`config.mk`:
```
export PLATFORM = sky130hd
export DESIGN_NAME = stack_stream_reverser_top
export DESIGN_NICKNAME = d
export VERILOG_FILES = /design/src/rtl/stack_stream_pkg.sv /design/src/rtl/stack_stream_reverser_top.sv /design/src/rtl/stack_stream_stack.sv /design/src/rtl/stack_stream_reverser.sv
export SDC_FILE = /design/constraint.sdc
export NUM_CORES = 1
export LEC_CHECK = 0
export CELL_PAD_IN_SITES_DETAIL_PLACEMENT = 1
export CELL_PAD_IN_SITES_GLOBAL_PLACEMENT = 2
export CORE_ASPECT_RATIO = 2
export CORE_UTILIZATION = 25
export DETAILED_ROUTE_END_ITERATION = 16
export PLACE_DENSITY_LB_ADDON = 0.1
export REMOVE_ABC_BUFFERS = 1
export SLEW_MARGIN = 25
export SYNTH_ARGS = -nofsm -noshare
export SYNTH_HDL_FRONTEND = slang
export SYNTH_SLANG_ARGS = --single-unit
```
`constraint.sdc`:
```
create_clock -name clk -period 2.7 [get_ports clk]
set_input_delay 0.405 -clock clk [delete_from_list [all_inputs] [get_ports clk]]
set_output_delay 0.405 -clock clk [all_outputs]
set_load 0.005 [all_outputs]
```
`src/rtl/stack_stream_pkg.sv`:
```
// Shared types and sizing helpers for the stack stream reverser.
// Provides the FSM state encoding and the stack depth derived from the
// address width.
package stack_stream_pkg;

   localparam int unsigned B_DEFAULT = 8;
   localparam int unsigned W_DEFAULT = 4;

   typedef enum logic {
      FILL  = 1'b0,
      DRAIN = 1'b1
   } state_t;

   // Number of words a stack with w address bits can hold.
   function automatic int unsigned stack_depth(input int unsigned w);
      return 32'(1) << w;
   endfunction

   localparam int unsigned DEPTH_DEFAULT = stack_depth(W_DEFAULT);

endpackage

```
`src/rtl/stack_stream_reverser_top.sv`:
```
// Reverser plus its stack sharing clk and reset.
// Ports: clk, reset, in_* producer stream, out_* consumer stream, split, err.
module stack_stream_reverser_top
   import stack_stream_pkg::*;
#(
   parameter int unsigned B = B_DEFAULT,
   parameter int unsigned W = W_DEFAULT
) (
   input  logic         clk,
   input  logic         reset,
   input  logic         in_valid,
   input  logic [B-1:0] in_data,
   input  logic         in_last,
   output logic         in_ready,
   output logic         out_valid,
   output logic [B-1:0] out_data,
   output logic         out_last,
   input  logic         out_ready,
   output logic         split,
   output logic         err
);

   logic         st_push;
   logic         st_pop;
   logic [B-1:0] st_push_data;
   logic [B-1:0] st_pop_data;
   logic         st_empty;
   logic         st_full;

   stack_stream_reverser #(.B(B), .W(W)) u_rev (
      .clk          (clk),
      .reset        (reset),
      .in_valid     (in_valid),
      .in_data      (in_data),
      .in_last      (in_last),
      .in_ready     (in_ready),
      .out_valid    (out_valid),
      .out_data     (out_data),
      .out_last     (out_last),
      .out_ready    (out_ready),
      .st_push      (st_push),
      .st_pop       (st_pop),
      .st_push_data (st_push_data),
      .st_pop_data  (st_pop_data),
      .st_empty     (st_empty),
      .st_full      (st_full),
      .split        (split),
      .err          (err)
   );

   stack_stream_stack #(.B(B), .W(W)) u_stack (
      .clk       (clk),
      .reset     (reset),
      .push      (st_push),
      .pop       (st_pop),
      .push_data (st_push_data),
      .pop_data  (st_pop_data),
      .empty     (st_empty),
      .full      (st_full)
   );

endmodule

```
`src/rtl/stack_stream_stack.sv`:
```
// LIFO stack with push/pop strobes and a combinational top-of-stack read.
// Ports: clk, reset, push, pop, push_data, pop_data, empty, full.
module stack_stream_stack
   import stack_stream_pkg::*;
#(
   parameter int unsigned B = B_DEFAULT,
   parameter int unsigned W = W_DEFAULT
) (
   input  logic         clk,
   input  logic         reset,
   input  logic         push,
   input  logic         pop,
   input  logic [B-1:0] push_data,
   output logic [B-1:0] pop_data,
   output logic         empty,
   output logic         full
);

   localparam int unsigned DEPTH = stack_depth(W);
   localparam int unsigned CW    = W + 1;

   logic [B-1:0]  mem [DEPTH];
   logic [CW-1:0] ptr;

   assign empty    = (ptr == '0);
   assign full     = (ptr == CW'(DEPTH));
   assign pop_data = mem[W'(ptr - CW'(1))];

   // Stack pointer: push has priority, overflow/underflow are ignored.
   always_ff @(posedge clk) begin
      if (reset) begin
         ptr <= '0;
      end else if (push && !full) begin
         ptr <= ptr + CW'(1);
      end else if (pop && !empty) begin
         ptr <= ptr - CW'(1);
      end
   end

   // Storage array, no reset needed.
   always_ff @(posedge clk) begin
      if (push && !full) begin
         mem[W'(ptr)] <= push_data;
      end
   end

endmodule

```
`src/rtl/stack_stream_reverser.sv`:
```
// Frame reverser that drives an external LIFO stack.
// Words arriving on the in_* stream are pushed until in_last or until the
// stack is full, then popped onto the out_* stream in reverse order.
// Ports:
//   clk, reset             - clock, synchronous active-high reset
//   in_valid/in_data/in_last/in_ready     - producer stream
//   out_valid/out_data/out_last/out_ready - consumer stream
//   st_push/st_pop/st_push_data           - stack command strobes and data
//   st_pop_data/st_empty/st_full          - stack top word and flags
//   split                  - pulse: frame force-closed at full depth
//   err                    - sticky: stack flags disagree with count
module stack_stream_reverser
   import stack_stream_pkg::*;
#(
   parameter int unsigned B = B_DEFAULT,
   parameter int unsigned W = W_DEFAULT
) (
   input  logic         clk,
   input  logic         reset,
   input  logic         in_valid,
   input  logic [B-1:0] in_data,
   input  logic         in_last,
   output logic         in_ready,
   output logic         out_valid,
   output logic [B-1:0] out_data,
   output logic         out_last,
   input  logic         out_ready,
   output logic         st_push,
   output logic         st_pop,
   output logic [B-1:0] st_push_data,
   input  logic [B-1:0] st_pop_data,
   input  logic         st_empty,
   input  logic         st_full,
   output logic         split,
   output logic         err
);

   localparam int unsigned DEPTH = stack_depth(W);
   localparam int unsigned CW    = W + 1;

   state_t        state;
   logic [CW-1:0] count;

   // Handshake signals derive from registered state only.
   assign in_ready     = (state == FILL) && (count < CW'(DEPTH));
   assign out_valid    = (state == DRAIN);
   assign out_last     = (state == DRAIN) && (count == CW'(1));
   assign out_data     = st_pop_data;
   assign st_push      = in_valid & in_ready;
   assign st_pop       = out_valid & out_ready;
   assign st_push_data = in_data;

   // FSM, word counter, split pulse and sticky error flag.
   always_ff @(posedge clk) begin
      if (reset) begin
         state <= FILL;
         count <= '0;
         split <= 1'b0;
         err   <= 1'b0;
      end else begin
         split <= 1'b0;
         if (((state == DRAIN) && st_empty) ||
             ((state == FILL) && (count < CW'(DEPTH)) && st_full)) begin
            err <= 1'b1;
         end
         case (state)
            FILL: begin
               if (st_push) begin
                  count <= count + CW'(1);
                  if (in_last) begin
                     state <= DRAIN;
                  end else if (count == CW'(DEPTH - 1)) begin
                     // Frame force-closed: the stack cannot take another word.
                     state <= DRAIN;
                     split <= 1'b1;
                  end
               end
            end
            DRAIN: begin
               if (st_pop) begin
                  if (count == CW'(1)) begin
                     state <= FILL;
                     count <= '0;
                  end else begin
                     count <= count - CW'(1);
                  end
               end
            end
            default: begin
               state <= FILL;
               count <= '0;
            end
         endcase
      end
   end

endmodule

```
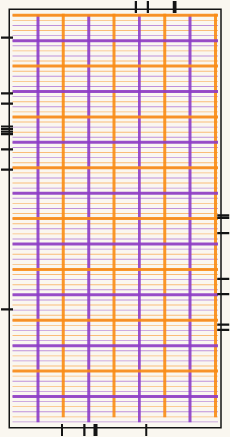
**Above:** run 1 (supply network).
Pins as bars on the die edge.
| net | color |
|---|---|
| VDD | orange |
| VSS | purple |
met5 straps: 16
met1 rails: 81
met4 straps: 8
rows: 80
signal pins: 26
die width: 113 um
Peak VDD IR: 0.255 mV

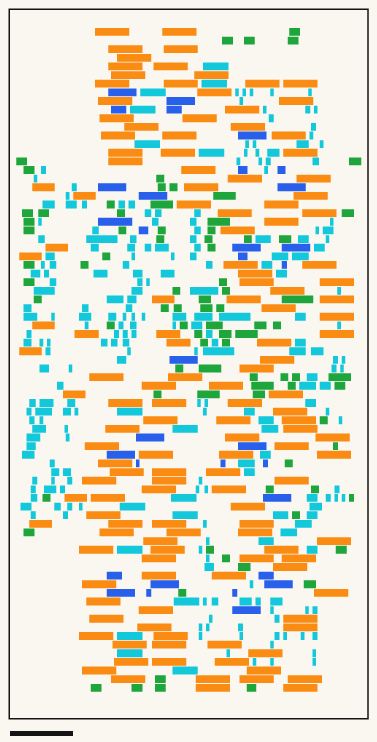
**Above:** run 1 (placed cells, one color a class).
Bar = 20 um.
| class | color | cells | share of their area |
|---|---|---|---|
| remaining logic cells | cyan | 238 | 26% |
| sequential cells | orange | 141 | 55% |
| remaining buffers and delay cells | green | 84 | 11% |
| clock drivers and dummy loads | blue | 32 | 7.7% |
flop share of the area: 0.526
Finished Cell Area: 7820 um2

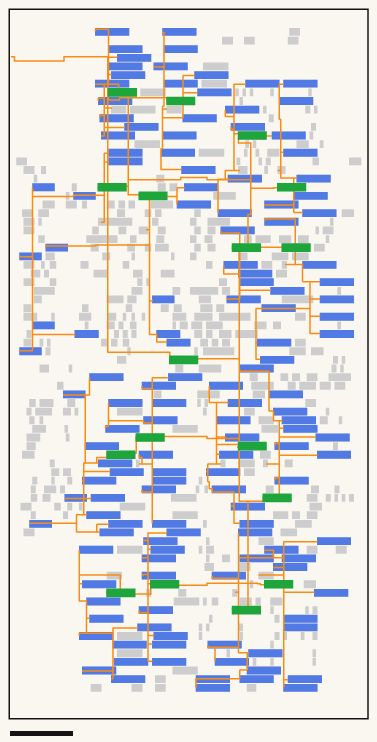
**Above:** run 1 (clock network drawn from the DEF).
Bar = 20 um.
[flip-flops] blue | count: 141
[clock-net drivers] green | count: 17
[clock wires] orange | length: 1980 um
routed clock nets: 18
skew final: 8.13 ps
clock network power share: 0.322
clk_lat worst skew: 430 ps
Clk. pwr: 2250 uW

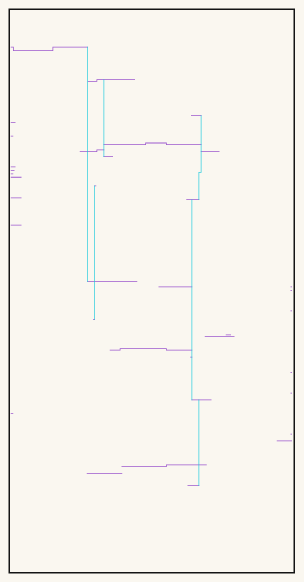
**Above:** run 1 (signal wires by layer).
Only two layers are drawn.
| layer | color | wire length |
|---|---|---|
| M3 | purple | 287 um |
| M4 | cyan | 325 um |
Post-Route WL: 16.8 mm
total number of vias: 3571
overall routing resource usage: 0.148
DR WL/cell: 21.5 um

==> impl_metrics.json, run 1 <==
{
  "grt_util_met1": 0.139,
  "ys_sh_xor": 0.0131,
  "synthFlopType": "edfxtp_1",
  "layout.nets": 503,
  "net-switching-power_uw": 2060,
  "min_from": "u_rev.err",
  "status": "complete, no violations",
  "path_max_fanout": 12,
  "rsz0062_at_grt": "true",
  "clockNetworkAreaShare": 0.0733,
  "pg_comb_uw": 2240,
  "cpLargestDelayFamily": "buffers and inverters",
  "logic_family": "simple AND/OR/NAND/NOR gates",
  "row_count": 80,
  "top_power_group": "sequential cells",
  "final_common_cell": "edfxtp_1",
  "io_pins": 26,
  "min_period_ps": 2630,
  "fp_util": 0.256,
  "synth.avg_cell_area_um2": 15.2,
  "powerSeq_uw": 2510,
  "first_pass_iters": 4,
  "fin_ws_ps": 65.8,
  "grt_busiest_layer": "met2",
  "async_flop_share": 0,
  "ant_nets": 0,
  "largest_cell_class": "registers",
  "htreeDepth": 4,
  "ys_area_um2": 6110,
  "critical_path.endpoint": "out_data[1]",
  "buf_share": 0.107,
  "core-area_um2": 23900,
  "seq_cells": 141,
  "yosys_warnings": 0,
  "hold-path-endpoint": "u_rev.err",
  "synthAoiAreaFrac": 0.0608,
  "syn2layout_area_growth_pct": 27.9,
  "cp_num_cells": 7,
  "reg2reg_to": "u_stack.mem[0][7]",
  "gr-total-overflow": 0,
  "synth_area_leader_cell": "edfxtp_1",
  "ys_types": 54,
  "hold_viol_final": 0,
  "tns_ps": 0,
  "largest_reg_flops": 128,
  "critPathLaunchType": "register",
  "holdCritPathClass": "reg -> reg",
  "use_met2": 0.301,
  "fillers": 2457,
  "critPathBufInv": 3,
  "cts_root_buf": "clkbuf_16",
  "crit_start": "u_stack.ptr[0]",
  "grt_use_met3": 0.0302,
  "clk_pin_slew_ps": 60,
  "numCtsBuffers": 17,
  "route.met2.wl_mm": 10.4,
  "p_per_area_nw_per_um2": 895,
  "wl_met3_um": 287,
  "post_cts_buffers": 9,
  "synthTopCellsByArea": "edfxtp_1 63%, mux4_2 5.9%, dfxtp_1 4.3%, nand2_1 3.8%, mux2i_1 2.6%",
  "cts_tree": "built",
  "inverters": 7,
  "p_int_uw": 4940,
  "slew_violations": 0,
  "synth-edff-count": 128,
  "grt_antenna_before_repair": 0,
  "ys_seq_share": 0.671,
  "place.gp.congestion": 0.724,
  "cpMaxStageDelayCell": "mux4_2",
  "drcViolationCount": 0,
  "ys_ff": 141,
  "adder_share": 0.0164,
  "hold_buffers": 0,
  "portBuffers": 25,
  "dp_cells": 741,
  "grt_max_degree": 17,
  "diodes": 0,
  "clockBufferDepth": 2,
  "mi_logic_area_um2": 1910,
  "instances_no_fill": 782,
  "dr.max_layer_used": "met4",
  "r2r_slack_ps": 620,
  "netlist.area_leader.share": 0.629,
  "drtIter0Drc": 104,
  "grt_pass1_wl_mm": 26.1,
  "cts.sinks": 141,
  "routed_via_density": 4.57,
  "setup_viol": 0,
  "synth_dominant_cell_count": "edfxtp_1",
  "wl_met1_mm": 5.82,
  "reg_top3": "u_stack.mem (128), u_rev.count (5), u_stack.ptr (5)",
  "ys_cells": 403,
  "cts-resized-gates": 60,
  "p_leak_uw": 0.00277,
  "switching_share": 0.294,
  "slowest_delay_ps": 510,
  "cp_common_cell": "nand2_1",
  "comb_area_share": 0.244,
  "final_layout_size_suffix_gt1_frac": 0.311,
  "common_cells": "128 x edfxtp_1, 62 x nand2_1, 19 x and2_1",
  "cp_data_required_time_ps": 2300,
  "r2r-start": "u_stack.ptr[1]",
  "nNonClkBuffers": 84,
  "synthMuxAreaShare": 0.0907,
  "place_area_um2": 6990,
  "max_freq_mhz": 380,
  "tightest_slew_ps": 645,
  "timing.hold.ws_ps": 478,
  "syn_area_um2": 6110,
  "simple_gate_share": 0.116,
  "regMostFlops": "u_stack.mem",
  "num-clock-buffers": 22,
  "regArea_um2": 4110,
  "power_frac_comb": 0.320,
  "first_global_vias": 4114,
  "netlist_instances": 403,
  "die-area_um2": 25100,
  "logic_gate_count": 231,
  "tool_warnings": 32,
  "hpwl_mm": 12.4,
  "crit_type": "reg -> out",
  "seq_power_share": 0.358,
  "cp_cell_sequence": "buf_4, buf_12, mux4_2, nand2_1, nand2_1, a32o_2, dlygate4sd2_1",
  "max-slew-margin-rel": 0.568,
  "fin_crit_sh": 0.976,
  "max_cap_violations": 0,
  "lay_top_cells": "128 x edfxtp_1, 60 x nand2_1, 42 x buf_4, 19 x and2_1",
  "hold_depth": 2,
  "power.total_uw": 7000,
  "utilization": 0.327,
  "post-place-ws_ps": -115,
  "cp-end-kind": "primary output",
  "worstPathArrival_ps": 2230,
  "n_tap_cell": 287,
  "r2r_cells": 6
}
==> run 1 -> run 2 <==
CORE_MARGIN = 4   (was unset)
TNS_END_PERCENT = 1   (was unset)
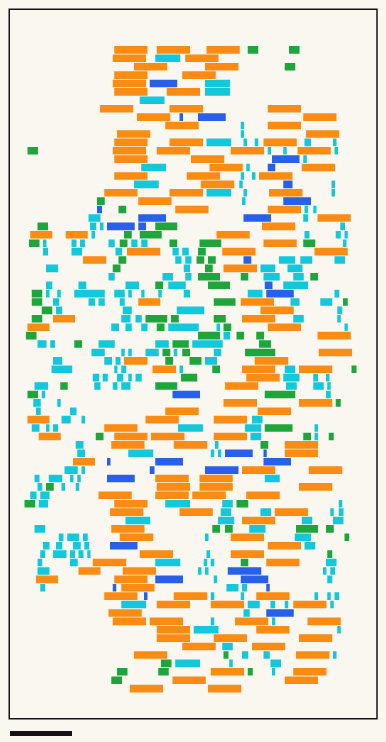
**Above:** run 2 (placed cells, one color a class).
Bar = 20 um.
| class | color | cells | share of their area |
|---|---|---|---|
| sequential cells | orange | 141 | 55% |
| remaining buffers and delay cells | green | 78 | 11% |
| clock drivers and dummy loads | blue | 32 | 7.5% |
| remaining logic cells | cyan | 238 | 26% |
Final Util: 0.324
flop share of the area: 0.527
FP Rows: 80
Core Area: 24000 um2

==> impl_metrics.json, run 2 <==
{
  "die-area_um2": 27200,
  "grt_util_met1": 0.124,
  "inverters": 7,
  "reg_top3": "u_stack.mem (128), u_rev.count (5), u_stack.ptr (5)",
  "powerSeq_uw": 2510,
  "r2r-start": "u_stack.ptr[0]",
  "top_power_group": "sequential cells",
  "max-slew-margin-rel": 0.541,
  "fin_ws_ps": 52.7,
  "clockNetworkAreaShare": 0.0715,
  "netlist.area_leader.share": 0.629,
  "cp_num_cells": 11,
  "holdCritPathClass": "reg -> reg",
  "final_layout_size_suffix_gt1_frac": 0.297,
  "lay_top_cells": "128 x edfxtp_1, 58 x nand2_1, 33 x buf_4, 18 x and2_1, 18 x clkbuf_16",
  "wl_met3_um": 229,
  "use_met2": 0.263,
  "synthAoiAreaFrac": 0.0608,
  "cts.sinks": 141,
  "io_pins": 26,
  "cp_data_required_time_ps": 2300,
  "tightest_slew_ps": 686,
  "critPathBufInv": 6,
  "grt_max_degree": 17,
  "cts-resized-gates": 62,
  "netlist_instances": 403,
  "hpwl_mm": 12.2,
  "largest_cell_class": "registers",
  "finClkSkew_ps": 10.8,
  "dp_cells": 737,
  "min_from": "u_rev.err",
  "tns_ps": 0,
  "grtUsageTotal": 0.130,
  "yosys_warnings": 0,
  "min_period_ps": 2650,
  "crit_start": "u_stack.ptr[0]",
  "hold_depth": 2,
  "adder_share": 0.0164,
  "drtIter0Drc": 143,
  "ys_cells": 403,
  "ys_types": 54,
  "htreeDepth": 4,
  "ys_area_um2": 6110,
  "synth_area_leader_cell": "edfxtp_1",
  "die_w_um": 119,
  "max_cap_violations": 0,
  "first_global_vias": 4007,
  "async_flop_share": 0,
  "net-switching-power_uw": 2060,
  "post-place-ws_ps": -3.64,
  "reg2reg_to": "u_stack.ptr[2]",
  "syn_area_um2": 6110,
  "num-clock-buffers": 18,
  "critPathLaunchType": "register",
  "mi_logic_area_um2": 1920,
  "crit_type": "reg -> out",
  "synth_dominant_cell_count": "edfxtp_1",
  "p_clk_frac": 0.320,
  "switching_share": 0.296,
  "synthFlopType": "edfxtp_1",
  "comb_area_share": 0.246,
  "r2r_slack_ps": 570,
  "grt_pass1_wl_mm": 25.6,
  "slew_violations": 0,
  "simple_gate_share": 0.116,
  "fillers": 2531,
  "dr.max_layer_used": "met4",
  "clk_latency_ps": 420,
  "logic_family": "simple AND/OR/NAND/NOR gates",
  "setup_viol": 0,
  "r2r_cells": 8,
  "fin_crit_sh": 0.980,
  "p_per_area_nw_per_um2": 892,
  "cts_tree": "built",
  "slowest_delay_ps": 350,
  "cpLargestDelayFamily": "buffers and inverters",
  "power_frac_comb": 0.319,
  "hold-path-endpoint": "u_rev.err",
  "final_common_cell": "edfxtp_1",
  "place_area_um2": 7010,
  "diodes": 0,
  "drcViolationCount": 0,
  "design_area_um2": 7790,
  "synthTopCellsByArea": "edfxtp_1 63%, mux4_2 5.9%, dfxtp_1 4.3%, nand2_1 3.8%, mux2i_1 2.6%",
  "wl_met1_mm": 6.09,
  "synth.avg_cell_area_um2": 15.2,
  "p_leak_uw": 0.00271,
  "seq_cells": 141,
  "buf_share": 0.106,
  "cp_cell_sequence": "inv_2, ha_4, xor2_4, buf_12, buf_16, buf_4, buf_6, nand2_2, nand3_2, a32o_2, buf_2",
  "layout.nets": 497,
  "seq_power_share": 0.361,
  "p_int_uw": 4890,
  "status": "complete, no violations",
  "instances_no_fill": 776,
  "first_pass_iters": 4,
  "numCtsBuffers": 17,
  "route.met2.wl_mm": 10.5,
  "timing.hold.ws_ps": 481,
  "ys_sh_xor": 0.0131,
  "ys_ff": 141,
  "routed_via_density": 4.63,
  "tool_warnings": 32,
  "postRouteWirelength_mm": 17.0,
  "rsz0062_at_grt": "true",
  "logic_gate_count": 231,
  "nNonClkBuffers": 78,
  "max_freq_mhz": 378,
  "fp_util": 0.254,
  "pg_comb_uw": 2220,
  "power.total_uw": 6950,
  "ys_seq_share": 0.671,
  "hold_viol_final": 0,
  "p_clk_uw": 2220,
  "syn2layout_area_growth_pct": 27.4,
  "hold_buffers": 0
}
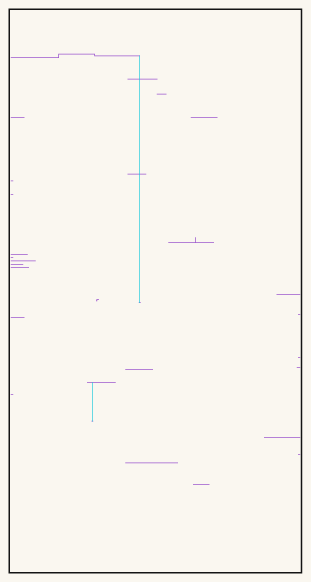
**Above:** run 2 (signal wires by layer).
Only two layers are drawn.
| layer | color | wire length |
|---|---|---|
| M4 | cyan | 116 um |
| M3 | purple | 230 um |
total number of vias: 3595
DR WL/cell: 21.8 um

==> run 2 -> run 3 <==
PLACE_DENSITY = 0.57   (was unset)
PLACE_DENSITY_LB_ADDON = unset   (was 0.1)
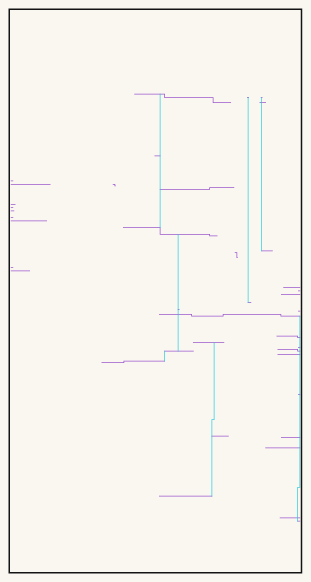
**Above:** run 3 (signal wires by layer).
Only two layers are drawn.
| layer | color | wire length |
|---|---|---|
| M4 | cyan | 400 um |
| M3 | purple | 388 um |
overall routing resource usage: 0.127
DR WL/cell: 20.7 um
Post-Route WL: 16.1 mm
total number of vias: 3623

==> impl_metrics.json, run 3 <==
{
  "status": "finished, violations left",
  "violations": "setup timing",
  "common_cells": "128 x edfxtp_1, 62 x nand2_1, 19 x and2_1",
  "first_global_vias": 4039,
  "p_per_area_nw_per_um2": 907,
  "crit_type": "reg -> out",
  "synth_dominant_cell_count": "edfxtp_1",
  "drcViolationCount": 0,
  "post_cts_buffers": 14,
  "clockBufferDepth": 2,
  "regArea_um2": 4110,
  "syn_area_um2": 6110,
  "tool_warnings": 32,
  "grt_util_met1": 0.131,
  "reg_top3": "u_stack.mem (128), u_rev.count (5), u_stack.ptr (5)",
  "n_tap_cell": 287,
  "cp_data_required_time_ps": 2300,
  "async_flop_share": 0,
  "adder_share": 0.0164,
  "setup_viol": 4,
  "logic_gate_count": 231,
  "diodes": 0,
  "max-slew-margin-rel": 0.465,
  "p_leak_uw": 0.00274,
  "cp_common_cell": "buf_12",
  "num-clock-buffers": 17,
  "synthMuxAreaShare": 0.0907,
  "p_clk_frac": 0.342,
  "r2r-start": "u_rev.count[4]",
  "synth-edff-count": 128,
  "slew_violations": 0,
  "largest_reg_flops": 128,
  "synth.avg_cell_area_um2": 15.2,
  "cp-end-kind": "primary output",
  "net-switching-power_uw": 2110,
  "portBuffers": 25,
  "route.met2.wl_mm": 9.48,
  "instances_no_fill": 780,
  "cp_cell_sequence": "inv_2, ha_4, xor2_4, buf_12, buf_12, buf_6, mux2i_2, a221oi_2, a32o_2, buf_2",
  "largest_cell_class": "registers",
  "p_clk_uw": 2420,
  "wl_met3_um": 387,
  "powerSeq_uw": 2500,
  "r2r_slack_ps": 680,
  "cts_tree": "built",
  "drtIter0Drc": 199,
  "buf_share": 0.101,
  "dp_cells": 738,
  "simple_gate_share": 0.116,
  "hold_buffers": 0,
  "clockNetworkAreaShare": 0.0783,
  "hold-path-endpoint": "u_rev.err",
  "use_met2": 0.241,
  "p_int_uw": 4980,
  "fp_util": 0.254,
  "cp_num_cells": 10,
  "clk_latency_ps": 430,
  "utilization": 0.325,
  "hold_viol_final": 0,
  "synthAoiAreaFrac": 0.0608,
  "path_max_fanout": 5,
  "fin_ws_ps": -121,
  "row_count": 80,
  "r2r_cells": 4,
  "ys_cells": 403,
  "grt_pass1_wl_mm": 25.2,
  "reg2reg_to": "u_stack.mem[11][6]",
  "place_area_um2": 6980,
  "holdCritPathClass": "reg -> reg",
  "die_w_um": 119,
  "grt_busiest_layer": "met2",
  "rsz0062_at_grt": "true",
  "nNonClkBuffers": 82,
  "finClkSkew_ps": 7.76,
  "regMostFlops": "u_stack.mem",
  "worstPathArrival_ps": 2420,
  "critical_path.endpoint": "out_data[5]",
  "grt_use_met3": 0.0301,
  "syn2layout_area_growth_pct": 27.8,
  "min_from": "u_rev.err",
  "synth_area_leader_cell": "edfxtp_1",
  "ys_ff": 141,
  "crit_start": "u_stack.ptr[0]",
  "min_period_ps": 2820,
  "cts-resized-gates": 59,
  "max_freq_mhz": 355,
  "hold_depth": 2,
  "critPathBufInv": 5,
  "die-area_um2": 27200,
  "hpwl_mm": 11.5,
  "core-area_um2": 24000,
  "synthTopCellsByArea": "edfxtp_1 63%, mux4_2 5.9%, dfxtp_1 4.3%, nand2_1 3.8%, mux2i_1 2.6%",
  "ys_area_um2": 6110,
  "post-place-ws_ps": -22.8,
  "ys_seq_share": 0.671,
  "max_cap_violations": 0,
  "inverters": 7,
  "grt_max_degree": 25,
  "first_pass_iters": 4,
  "seq_power_share": 0.353
}
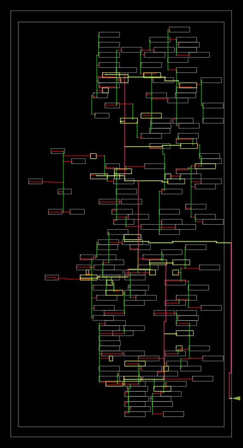
**Above:** run 3 (clock wiring as the flow saved it).
number of clock sinks: 141
FFs & Latches: 141

Power figures rest on the tool's default switching activity, not on a simulated workload.
